congestion_map.png
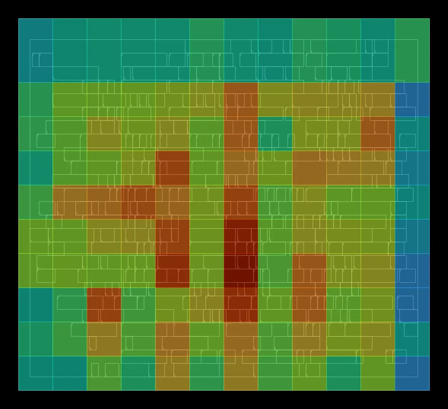
floorplan.png
Bar = 20 um. Pins as bars on the die edge.
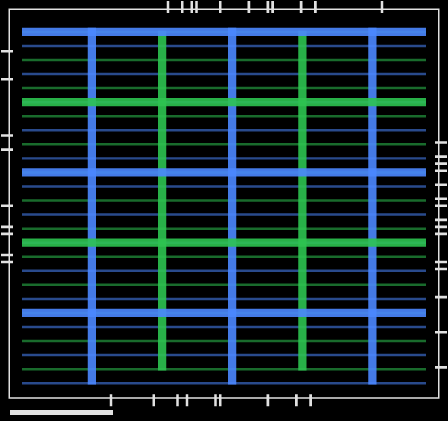
util_map.png
Bar = 20 um. 8 x 7 tiles, from black (low) to pale yellow (high), 0 to 100% covered.
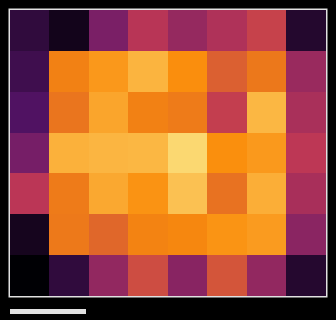
port_trees.png
Bar = 20 um.
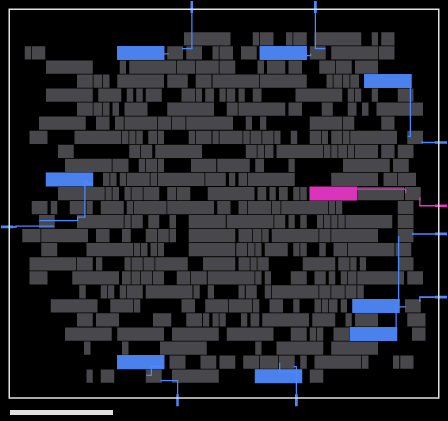
class_map.png
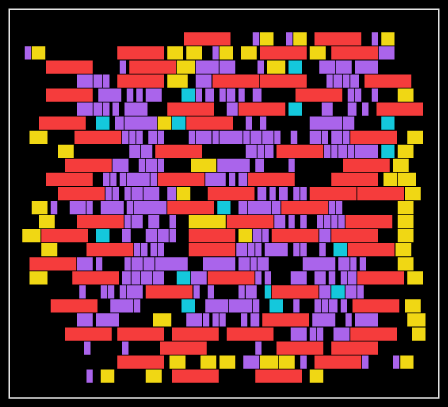
===== config.mk =====
export PLATFORM = sky130hd
export DESIGN_NAME = debounce_bank
export DESIGN_NICKNAME = d
export VERILOG_FILES = /design/src/rtl/debounce_bank.sv
export SDC_FILE = /design/constraint.sdc
export NUM_CORES = 1
export LEC_CHECK = 0
export ABC_AREA = 1
export ABC_CLOCK_PERIOD_IN_PS = 1750
export CORE_ASPECT_RATIO = 0.9
export CORE_MARGIN = 2
export CORE_UTILIZATION = 53
export CTS_BUF_LIST = sky130_fd_sc_hd__clkbuf_4
export DETAILED_ROUTE_END_ITERATION = 16
export GPL_TIMING_DRIVEN = 0
export PLACE_DENSITY = 0.78
export SYNTH_ARGS = -nofsm -noshare
export SYNTH_HDL_FRONTEND = slang
export SYNTH_SLANG_ARGS = --single-unit

===== constraint.sdc =====
create_clock -name clk -period 1.75 [get_ports clk]
set_clock_uncertainty 0.15 [all_clocks]
set_input_delay 0.35 -clock clk [delete_from_list [all_inputs] [get_ports clk]]
set_output_delay 0.35 -clock clk [all_outputs]
set_load 0.01 [all_outputs]

===== src/rtl/debounce_bank.sv =====
// debounce_bank: per-channel synchroniser + qualification counter with registered edge pulses.
// Optional long-press detector is built when DEBOUNCE_HOLD_EN is defined; otherwise hold is tied low.
module debounce_bank #(
  parameter int unsigned         num_bits    = 8,
  parameter int unsigned         DBtime      = 8,
  parameter int unsigned         sync_stages = 2,
  parameter logic [num_bits-1:0] RESET_VAL   = '0,
  parameter int unsigned         HOLD_TIME   = 64
) (
  input  logic                clk,
  input  logic                reset,
  input  logic [num_bits-1:0] button,
  input  logic                ce,
  output logic [num_bits-1:0] result,
  output logic [num_bits-1:0] rise,
  output logic [num_bits-1:0] fall,
  output logic                changed,
  output logic [num_bits-1:0] hold
);

  localparam int unsigned   CW       = (DBtime > 1) ? $clog2(DBtime) : 1;
  localparam logic [CW-1:0] CNT_LAST = CW'(DBtime - 1);

  logic [num_bits-1:0] sync_q [sync_stages];
  logic [num_bits-1:0] sync_d [sync_stages];
  logic [CW-1:0]       cnt_q  [num_bits];
  logic [CW-1:0]       cnt_d  [num_bits];
  logic [num_bits-1:0] result_q, result_d;
  logic [num_bits-1:0] rise_q, rise_d;
  logic [num_bits-1:0] fall_q, fall_d;
  logic                changed_q, changed_d;
  logic [num_bits-1:0] s;

  always_comb begin
    sync_d[0] = button;
    for (int unsigned k = 1; k < sync_stages; k++) begin
      sync_d[k] = sync_q[k-1];
    end
  end

  assign s = sync_q[sync_stages-1];

  // A match clears the count regardless of ce, so any glitch back restarts qualification.
  always_comb begin
    result_d = result_q;
    rise_d   = '0;
    fall_d   = '0;
    for (int unsigned i = 0; i < num_bits; i++) begin
      cnt_d[i] = cnt_q[i];
      if (s[i] == result_q[i]) begin
        cnt_d[i] = '0;
      end else if (ce) begin
        if (cnt_q[i] == CNT_LAST) begin
          cnt_d[i]    = '0;
          result_d[i] = s[i];
          rise_d[i]   = s[i];
          fall_d[i]   = ~s[i];
        end else begin
          cnt_d[i] = cnt_q[i] + 1'b1;
        end
      end
    end
    changed_d = |(rise_d | fall_d);
  end

  always_ff @(posedge clk or negedge reset) begin
    if (!reset) begin
      for (int unsigned k = 0; k < sync_stages; k++) begin
        sync_q[k] <= RESET_VAL;
      end
      for (int unsigned i = 0; i < num_bits; i++) begin
        cnt_q[i] <= '0;
      end
      result_q  <= RESET_VAL;
      rise_q    <= '0;
      fall_q    <= '0;
      changed_q <= 1'b0;
    end else begin
      for (int unsigned k = 0; k < sync_stages; k++) begin
        sync_q[k] <= sync_d[k];
      end
      for (int unsigned i = 0; i < num_bits; i++) begin
        cnt_q[i] <= cnt_d[i];
      end
      result_q  <= result_d;
      rise_q    <= rise_d;
      fall_q    <= fall_d;
      changed_q <= changed_d;
    end
  end

  assign result  = result_q;
  assign rise    = rise_q;
  assign fall    = fall_q;
  assign changed = changed_q;

`ifdef DEBOUNCE_HOLD_EN
  localparam int unsigned   HW        = $clog2(HOLD_TIME + 1);
  localparam logic [HW-1:0] HOLD_LAST = HW'(HOLD_TIME);

  logic [HW-1:0]       hold_cnt_q [num_bits];
  logic [HW-1:0]       hold_cnt_d [num_bits];
  logic [num_bits-1:0] hold_q, hold_d;

  // Counter saturates at HOLD_TIME so the pulse fires once per press.
  always_comb begin
    hold_d = '0;
    for (int unsigned i = 0; i < num_bits; i++) begin
      hold_cnt_d[i] = hold_cnt_q[i];
      if (!result_q[i]) begin
        hold_cnt_d[i] = '0;
      end else if (ce && (hold_cnt_q[i] != HOLD_LAST)) begin
        hold_cnt_d[i] = hold_cnt_q[i] + 1'b1;
        hold_d[i]     = (hold_cnt_q[i] == (HOLD_LAST - 1'b1));
      end
    end
  end

  always_ff @(posedge clk or negedge reset) begin
    if (!reset) begin
      for (int unsigned i = 0; i < num_bits; i++) begin
        hold_cnt_q[i] <= '0;
      end
      hold_q <= '0;
    end else begin
      for (int unsigned i = 0; i < num_bits; i++) begin
        hold_cnt_q[i] <= hold_cnt_d[i];
      end
      hold_q <= hold_d;
    end
  end

  assign hold = hold_q;
`else
  assign hold = '0;
`endif

endmodule

==> run notes <==
fresh numbers from the pnr run: status=finished clean, Sink Count=65, main kind of combinational logic by area=simple AND/OR/NAND/NOR gates, Tot Pwr=2.67 mW, grt ovf=0, Syn Area/Cell=10.5 um^2, setup TNS=0 ps, Commonest flop=dfrtp_1, XOR-XNOR Cells, Area Fraction=0%, worst setup path class=flip-flop to primary output, sequential cell area=0.00163 mm^2, crit path DRT=1250 ps, share of layout cells above drive strength 1=21.8%, YS warnings=0, Setup-failing EPs final=0, Comb power=256 uW, leak pwr=1.97 nW, most common cell in the netlist=dfrtp_1, synthesized instance count=283, Power Clock=828 uW, # fillers=437, Max clock buf depth=2, Worst Reg-to-Reg Cells=8, Seq pwr share=59.4%, clk root buf=clkbuf_4, cells in synth_stat.txt=283, Fmax=0.618 GHz, Final Critical Period=1620 ps, Clock H-tree levels=3, Slew HR=47.7%, R2R Setup Slk=210 ps, Comb pwr share=9.6%, Final Non-Filler Cells=411, Cell area leaders=dfrtp_1 55%, inv_1 6.8%, ha_1 6.8%, o21ai_2 6.2%, nand2_1 5.3%, Synth Seq Share=54.9%, Pint=2.02 mW, period utilization=92.5%, Max Slew Vio Count=0, sum of buffers and inverters on the critical path=1, startpoint type of the worst setup path=flip-flop, Multi-input gate area=0.00104 mm^2, Final nets=367, CTS tree=built
Notes on congestion_map.png above:
met2 global-route usage: 31.9%
met3 Resource Use GR: 6.80%
Top Usage Layer GRT: met2
Final Core Density: 66.4%
total track usage: 18.5%

Notes on floorplan.png above:
legend:
  VDD:
    colour: green
  VSS:
    colour: blue
met4 straps: 5
met1 rails: 26
signal pins: 44
rows: 25
core area: 0.00532 mm^2
Die W: 82.8 um
maximum VDD drop: 456 uV
height of the die: 75.0 um

Notes on util_map.png above:
densest ninth of the die: middle
tiles over 75% full: 30%
mean over tiles: 56%
Core Density at Floorplan: 55.8%

Notes on port_trees.png above:
legend:
  rise:
    colour: blue
    direction: output
    edge: 3 right, 2 top, 2 bottom, 1 left
    end_cells: 8
    buffers: 8
    wire: 110 um
  changed:
    colour: magenta
    direction: output
    edge: right
    end_cells: 1
    buffers: 1
    wire: 14.9 um
Top Ports: 44
tally of buffers added on design ports: 34

Notes on class_map.png above:
legend:
  registers:
    colour: red
    cells: 65
  remaining buffers and delay cells:
    colour: yellow
    cells: 50
  clock drivers and dummy loads:
    colour: cyan
    cells: 15
  remaining logic cells:
    colour: purple
    cells: 214
cell area after layout: 0.00353 mm^2
row count: 25

==> layout make-up <==
| type | instances | share of cell area, % |
|---|---|---|
| clock buffer | 14 | 2.98 |
| inverter | 56 | 6.17 |
| sequential | 65 | 46.1 |
| clock inverter | 1 | 0.106 |
| buffer | 11 | 2.98 |
| timing repair buffer | 39 | 9.82 |
| multi-input combinational | 158 | 29.5 |
| tap | 67 | 2.37 |
==> layer usage <==
layer / wire [um] / global-route usage [%]
met3: 277 / 6.80
met4: 128 / 8.56
met2: 2420 / 31.9
met5: 0 / 0
met1: 2210 / 21.0
==> state kept, by name, summed over array words and instances, names as in the netlist <==
| register | flops |
|---|---|
| cnt_q | 24 |
| fall | 8 |
| result | 8 |
| rise | 8 |
| s | 8 |
| sync_d | 8 |
| changed | 1 |
==> logic make-up after synthesis <==
kind of cell             count (synthesis)
AND-OR/OR-AND                           30
other                                    1
buffers and inverters                   67
adder cells (fa/ha/maj)                 16
AND/OR/NAND/NOR                        104
flip-flops                              65
==> how the worst max path moves through the flow <==
stage	start	to	slack [ps]	depth (start not counted)
finish	result[2]	result[2]	130	1
global route	result[5]	result[5]	60	1
CTS	result[2]	result[2]	100	1
detailed placement	cnt_q[0]	changed	230	8
global placement	reset	cnt_q[22]	-1900	1
floorplan	cnt_q[0]	changed	370	8
==> cells in the final DEF, fill, tap and decap left out, drive strengths merged <==
cell,instances
dfrtp,65
inv,56
nand2,49
dlygate4sd2,25
nand3,25
o21ai,22
ha,16
clkbuf,15
buf,15
nor2,15
nand4,14
conb,8
clkdlybuf4s50,8
a21oi,7
o22ai,1
or2,1
clkinv,1
dlygate4sd3,1
==> repair_timing <==
action | in CTS | in global routing
endpoints found under the setup margin | 25 | 0
buffers inserted | 4 | 0
hold buffers | 1 | 0
hold endpoints to repair | 65 | 0
gates resized | 25 | 0
Power and IR drop assume default switching activity.
